<file path="config.mk">
export PLATFORM = sky130hd
export DESIGN_NAME = accumulation_buffer_controller
export DESIGN_NICKNAME = d
export VERILOG_FILES = /design/src/rtl/accumulation_buffer_controller.sv
export SDC_FILE = /design/constraint.sdc
export NUM_CORES = 1
export LEC_CHECK = 0
export CAP_MARGIN = 10
export CORE_MARGIN = 3
export CORE_UTILIZATION = 51
export DETAILED_ROUTE_END_ITERATION = 16
export PLACE_DENSITY = 0.78
export SLEW_MARGIN = 30
export SYNTH_ARGS = -nofsm -noshare
export SYNTH_HDL_FRONTEND = slang
export SYNTH_SLANG_ARGS = --single-unit
export TNS_END_PERCENT = 30
</file>
<file path="constraint.sdc">
create_clock -name clk -period 9 [get_ports clk]
set_input_delay 2.7 -clock clk [delete_from_list [all_inputs] [get_ports clk]]
set_output_delay 2.7 -clock clk [all_outputs]
set_load 0.02 [all_outputs]
</file>
<file path="src/rtl/accumulation_buffer_controller.sv">
// Sequences the double-banked accumulation buffer: read-modify-write accumulation into
// the active bank, drain of the retired bank over ready/valid, and bank switching.
module accumulation_buffer_controller #(
    parameter int DATA_WIDTH      = 64,
    parameter int BANK_ADDR_WIDTH = 6,
    parameter int BANK_DEPTH      = 36
) (
    input  logic                       clk,
    input  logic                       rst,
    input  logic                       acc_valid,
    output logic                       acc_ready,
    input  logic                       acc_first,
    input  logic [BANK_ADDR_WIDTH-1:0] acc_adr,
    input  logic [DATA_WIDTH-1:0]      acc_data,
    input  logic                       tile_done,
    input  logic [BANK_ADDR_WIDTH:0]   drain_count,
    output logic                       ab_switch_banks,
    output logic                       ab_ren,
    output logic [BANK_ADDR_WIDTH-1:0] ab_radr,
    input  logic [DATA_WIDTH-1:0]      ab_rdata,
    output logic                       ab_wen,
    output logic [BANK_ADDR_WIDTH-1:0] ab_wadr,
    output logic [DATA_WIDTH-1:0]      ab_wdata,
    output logic                       ab_ren_wb,
    output logic [BANK_ADDR_WIDTH-1:0] ab_radr_wb,
    input  logic [DATA_WIDTH-1:0]      ab_rdata_wb,
    output logic                       out_valid,
    input  logic                       out_ready,
    output logic [DATA_WIDTH-1:0]      out_data,
    output logic                       drain_done
);
    localparam logic [BANK_ADDR_WIDTH:0] MAX_COUNT = (BANK_ADDR_WIDTH+1)'(BANK_DEPTH);

    typedef enum logic [1:0] {ST_ACC, ST_FLUSH, ST_WAIT_DRAIN, ST_SWITCH} state_t;

    state_t                      state_reg, state_next;
    logic [BANK_ADDR_WIDTH:0]    count_reg;
    logic                        acc_fire, tile_fire;

    logic                        s1_valid_reg, s1_first_reg;
    logic [BANK_ADDR_WIDTH-1:0]  s1_adr_reg;
    logic [DATA_WIDTH-1:0]       s1_data_reg;
    logic                        fwd_valid_reg;
    logic [BANK_ADDR_WIDTH-1:0]  fwd_adr_reg;
    logic [DATA_WIDTH-1:0]       fwd_data_reg;
    logic                        fwd_hit;
    logic [DATA_WIDTH-1:0]       operand, acc_result;

    logic                        drain_active_reg, inflight_reg, drain_done_reg;
    logic [BANK_ADDR_WIDTH:0]    rd_adr_reg, drain_cnt_reg;
    logic [DATA_WIDTH-1:0]       fifo_mem_reg [2];
    logic                        fifo_wptr_reg, fifo_rptr_reg;
    logic [1:0]                  fifo_cnt_reg;
    logic                        push, pop, issue, last_beat;
    logic [2:0]                  occ_total;

    assign acc_fire  = acc_valid && acc_ready && !rst;
    assign tile_fire = tile_done && acc_ready && !rst;

    always_ff @(posedge clk) begin
        if (rst) begin
            state_reg <= ST_ACC;
            count_reg <= '0;
        end else begin
            state_reg <= state_next;
            if (tile_fire)
                count_reg <= (drain_count > MAX_COUNT) ? MAX_COUNT : drain_count;
        end
    end

    // FLUSH lasts one cycle: nothing is accepted there, so S1 empties by its end.
    always_comb begin
        state_next = state_reg;
        unique case (state_reg)
            ST_ACC:        if (tile_fire) state_next = ST_FLUSH;
            ST_FLUSH:      state_next = ST_WAIT_DRAIN;
            ST_WAIT_DRAIN: if (!drain_active_reg) state_next = ST_SWITCH;
            ST_SWITCH:     state_next = ST_ACC;
            default:       state_next = ST_ACC;
        endcase
    end

    always_comb begin
        acc_ready       = rst || (state_reg == ST_ACC);
        ab_switch_banks = !rst && (state_reg == ST_SWITCH);
    end

    always_ff @(posedge clk) begin
        if (rst) begin
            s1_valid_reg  <= 1'b0;
            s1_first_reg  <= 1'b0;
            s1_adr_reg    <= '0;
            s1_data_reg   <= '0;
            fwd_valid_reg <= 1'b0;
            fwd_adr_reg   <= '0;
            fwd_data_reg  <= '0;
        end else begin
            s1_valid_reg <= acc_fire;
            if (acc_fire) begin
                s1_first_reg <= acc_first;
                s1_adr_reg   <= acc_adr;
                s1_data_reg  <= acc_data;
            end
            fwd_valid_reg <= ab_wen && (state_reg != ST_SWITCH);
            fwd_adr_reg   <= ab_wadr;
            fwd_data_reg  <= ab_wdata;
        end
    end

    // The buffer returns the old value on a same-cycle read/write, so the last write is forwarded.
    always_comb begin
        fwd_hit    = fwd_valid_reg && (fwd_adr_reg == s1_adr_reg);
        operand    = fwd_hit ? fwd_data_reg : ab_rdata;
        acc_result = s1_first_reg ? s1_data_reg : operand + s1_data_reg;
        ab_ren     = acc_fire;
        ab_radr    = acc_fire ? acc_adr : '0;
        ab_wen     = s1_valid_reg && !rst;
        ab_wadr    = ab_wen ? s1_adr_reg : '0;
        ab_wdata   = ab_wen ? acc_result : '0;
    end

    // A read may issue only if its data is guaranteed a FIFO slot when it returns.
    always_comb begin
        out_valid  = !rst && (fifo_cnt_reg != 2'd0);
        out_data   = out_valid ? fifo_mem_reg[fifo_rptr_reg] : '0;
        pop        = out_valid && out_ready;
        push       = inflight_reg;
        occ_total  = {1'b0, fifo_cnt_reg} - {2'b0, pop} + {2'b0, inflight_reg};
        issue      = !rst && drain_active_reg && (rd_adr_reg < drain_cnt_reg) && (occ_total < 3'd2);
        ab_ren_wb  = issue;
        ab_radr_wb = issue ? rd_adr_reg[BANK_ADDR_WIDTH-1:0] : '0;
        last_beat  = pop && (fifo_cnt_reg == 2'd1) && !inflight_reg && (rd_adr_reg == drain_cnt_reg);
        drain_done = drain_done_reg && !rst;
    end

    always_ff @(posedge clk) begin
        if (rst) begin
            drain_active_reg <= 1'b0;
            drain_done_reg   <= 1'b0;
            inflight_reg     <= 1'b0;
            rd_adr_reg       <= '0;
            drain_cnt_reg    <= '0;
            fifo_wptr_reg    <= 1'b0;
            fifo_rptr_reg    <= 1'b0;
            fifo_cnt_reg     <= 2'd0;
        end else begin
            drain_done_reg <= 1'b0;
            if (state_reg == ST_SWITCH) begin
                rd_adr_reg    <= '0;
                drain_cnt_reg <= count_reg;
                if (count_reg == '0)
                    drain_done_reg <= 1'b1;
                else
                    drain_active_reg <= 1'b1;
            end else if (drain_active_reg) begin
                if (issue)
                    rd_adr_reg <= rd_adr_reg + 1'b1;
                if (last_beat) begin
                    drain_active_reg <= 1'b0;
                    drain_done_reg   <= 1'b1;
                end
            end
            inflight_reg <= issue;
            if (push)
                fifo_wptr_reg <= ~fifo_wptr_reg;
            if (pop)
                fifo_rptr_reg <= ~fifo_rptr_reg;
            fifo_cnt_reg <= fifo_cnt_reg + {1'b0, push} - {1'b0, pop};
        end
    end

    genvar gi;
    generate
        for (gi = 0; gi < 2; gi++) begin : g_fifo
            always_ff @(posedge clk) begin
                if (push && (fifo_wptr_reg == 1'(gi)))
                    fifo_mem_reg[gi] <= ab_rdata_wb;
            end
        end
    endgenerate
endmodule

</file>
==> results.py <==
# Physical implementation metrics
metrics = {
    "clocking": {
        "cts_htree_levels": 2,
        "insertion_delay_ns": 0.53,
        "path_clk_slew_ns": 0.06,
        "cts_inserted_buffers": 34,
        "hold_buffers": 0,
        "cts_tree": "yes",
    },
    "critical_path": {
        "slowest_stage": "a2111o_1",
        "crit_arrival_ns": 6.32,
        "end_kind": "output port",
        "start_kind": "input port",
        "max_stage_delay_ns": 0.48,
        "crit_chain": "clkdlybuf4s50_1, mux2_2, ha_1, nand4_1, o221ai_1, a221oi_2, a21o_1, a2111o_1, o21bai_4, a21oi_1, buf_4, a211oi_4, mux2i_1, o2bb2ai_1, buf_4",
        "cp.required_ns": 6.30,
        "reg2reg_slack_ns": 4.42,
        "setup.worst_path.class": "input port to output port",
        "ff2ff_path_depth": 17,
        "r2r-end": "fwd_data_reg[60]",
    },
    "pwr": {
        "power_w": 0.00479,
        "peakVddDrop_mv": 0.133,
        "power_leakage_nw": 9.40,
        "power_density_mw_per_mm2": 211,
    },
    "outcome": {
        "violations": "setup timing",
        "status": "finished, violations left",
    },
    "die": {
        "chipArea_mm2": 0.0342,
        "rows": 64,
        "ios": 364,
        "die_h_um": 185,
    },
    "place": {
        "io_buffers": 363,
        "dpl-instance-area_mm2": 0.0214,
        "dp_hpwl_um": 36700,
    },
    "job": {
        "warnings": 44,
    },
    "timing": {
        "fmax_mhz": 111,
        "slew_viol_final": 0,
        "layout_setup_ws_ns": -0.0246,
        "worst_slew_pin_slew_ns": 0.898,
        "rsz0062_at_grt": "true",
        "finalHoldViolations": 0,
        "setup_violations": 1,
        "setup_tns_ns": -0.0246,
    },
    "logic_synthesis": {
        "synth_cell_type_count": 70,
        "seq_area_frac_synth_pct": 44.9,
        "synth_cells": 1737,
        "numSynthFlops": 302,
        "flop_cell": "dfxtp_1",
        "syn_avg_cell_area_um2": 9.40,
        "yosysTopAreaCellShare_pct": 23.6,
        "yosysChipArea_mm2": 0.0163,
        "edf_count": 128,
        "top_area_cell": "edfxtp_1",
        "postSynthNetCount": 2040,
        "ys_cells": 1737,
        "synthArstFlopShare_pct": 0,
        "netlist_area_mm2": 0.0163,
    },
    "route": {
        "routedWlPerCell_um": 18.9,
        "via_count": 14709,
        "wl_um": 50000,
        "ant_nets": 0,
        "drt-pass1-iter-count": 6,
        "drtIter0Drc": 998,
        "drc": 0,
        "viasPerCell": 5.57,
    },
    "hold_path": {
        "hp-class": "register to register",
        "hold_end": "s1_data_reg[63]",
        "hold_path.startpoint": "s1_data_reg[63]",
        "min_path_cells": 2,
    },
    "global_routing": {
        "grt_pass1_vias": 14648,
        "grtUsageTotal_pct": 28.4,
    },
    "final_layout": {
        "drive_above_1_share_pct": 15.9,
        "nets": 2516,
        "design_area_mm2": 0.0227,
        "largest_reg_flops": 128,
        "final_common_cell": "clkdlybuf4s50_1",
        "regArea_mm2": 0.00733,
        "final_cell_mix": "clkdlybuf4s50_1 (321), nor2_1 (254), nand2_1 (205), buf_4 (174), dfxtp_1 (172)",
    },
}
-- cell type report --
cell class              count  area share (%)
diodes                      6          0.0661
flip-flops and latches    302            32.3
clock inverters            16           0.639
multi-input cells        1302            38.6
repair buffers            534            21.5
inverters                  39           0.645
clock buffers              46            4.08
well taps                 396            2.18
-- what timing repair did --
action,CTS,global route
setup buffers,0,2
setup endpoints to repair,42,44
pin swaps,2,7
gates resized,73,67
-- cell usage after synthesis, drive strengths merged, types with 5 or more instances --
cell type / n
xor2: 32
clkbuf: 73
nor2b: 12
mux2i: 94
buf: 21
o211a: 6
a31oi: 6
nand3: 32
o21a: 8
a21o: 36
or2: 6
mux2: 63
ha: 90
nand4: 28
nor4: 6
inv: 38
nand3b: 66
a21oi: 122
edfxtp: 128
xnor2: 37
o211ai: 6
and2: 27
nand2b: 8
o21ai: 56
a211oi: 7
dfxtp: 174
nor2: 255
nand2: 205
nor3: 16
or3: 6
o21bai: 16
a21boi: 5
-- layer usage --
layer | vias up | GRT usage (%) | routed length [um]
met4 | 10 | 8.79 | 1530
li1 | 7079 | - | -
met1 | 7029 | 36.8 | 20900
met2 | 487 | 48.6 | 24100
met3 | 104 | 4.95 | 3420
met5 | - | 0 | 67
-- how the worst max path moves through the flow --
stage	start	to	slack (ns)	cells past startpoint
3_3_place_gp	ab_rdata[30]	ab_wdata[61]	-0.46	14
5_1_grt	ab_rdata[13]	ab_wdata[60]	-0.15	15
4_1_cts	ab_rdata[1]	ab_wdata[25]	-0.13	15
6_report	ab_rdata[13]	ab_wdata[60]	-0.02	15
2_1_floorplan	ab_rdata[8]	ab_wdata[57]	0.65	13
3_5_place_dp	ab_rdata[14]	ab_wdata[63]	-0.48	16
-- stage by stage --
| stage | hold WS (ns) | utilization, % | std cells | setup slack (ns) |
|---|---|---|---|---|
| after floorplan | 0.454 | - | 1737 | 0.654 |
| after global placement | 0.469 | 68.8 | 2570 | -0.460 |
| after detailed placement | 0.475 | 68.9 | 2571 | -0.481 |
| after CTS | 0.488 | 72.7 | 2633 | -0.127 |
| after global routing | 0.511 | 73.1 | 2640 | -0.154 |
| final | 0.485 | 73.1 | 2641 | -0.0246 |
-- power breakdown --
| part | internal [W] | switching, W | total, W |
|---|---|---|---|
| Clock | 0.000764 | 0.000571 | 0.00134 |
| Combinational | 0.000837 | 0.000969 | 0.00181 |
| Sequential | 0.00154 | 0.000111 | 0.00165 |
-- kinds of logic after synthesis --
| logic type | after synthesis | synth area share, % |
|---|---|---|
| AOI/OAI and AO/OA | 303 | 11.7 |
| xor gates and xnor gates | 69 | 3.70 |
| DFF | 302 | 44.9 |
| and+or+nand+nor | 681 | 19.4 |
| adders and majority gates | 92 | 7.15 |
| muxes | 157 | 10.1 |
| buffers and inverters | 133 | 3.07 |
-- worst max-delay path, delay by kind of cell --
family / cells / cell delay [ns]
buf+inv: 3 / 0.75
fa+ha+maj: 1 / 0.37
mux: 2 / 0.57
simple gates: 1 / 0.20
compound gates: 8 / 1.73
### Clock distribution

Bar = 50 um.
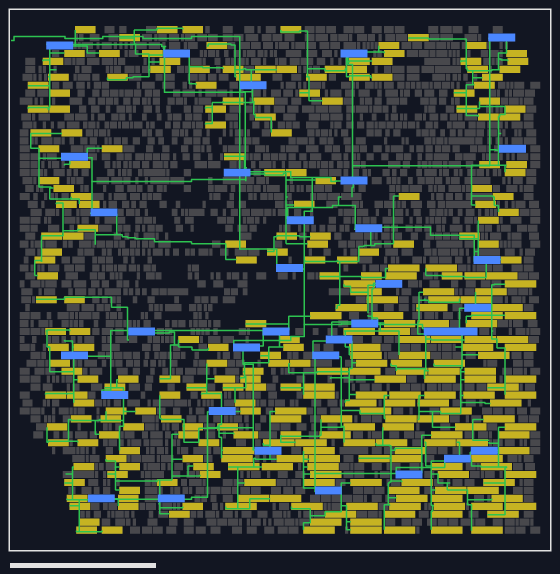
[cells driving clock nets] blue | count: 34
[flip-flops] yellow | count: 302
[clock wires] green | length: 3770 um
routed clock nets	35

### Wires at chosen ports, followed through buffers

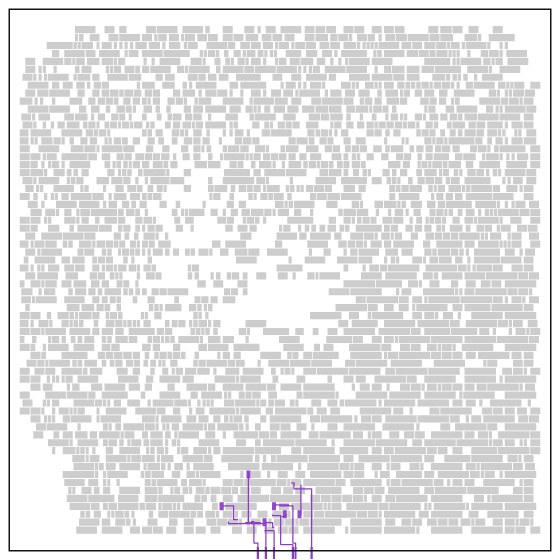
port	colour	bits	direction	end cells	wire
`acc_adr`	purple	6	input	6	167 um

### Wiring by layer

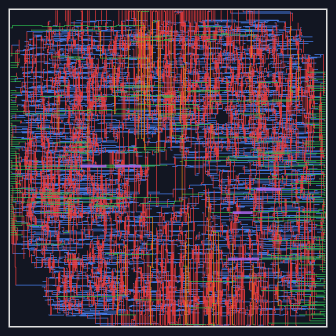
layer	colour	wire length
met3	green	3420 um
met1	blue	20.9 mm
met2	red	24.1 mm
met5	purple	67.2 um
met4	orange	1530 um

No activity file was given, so power comes from the tool's default toggle rates.
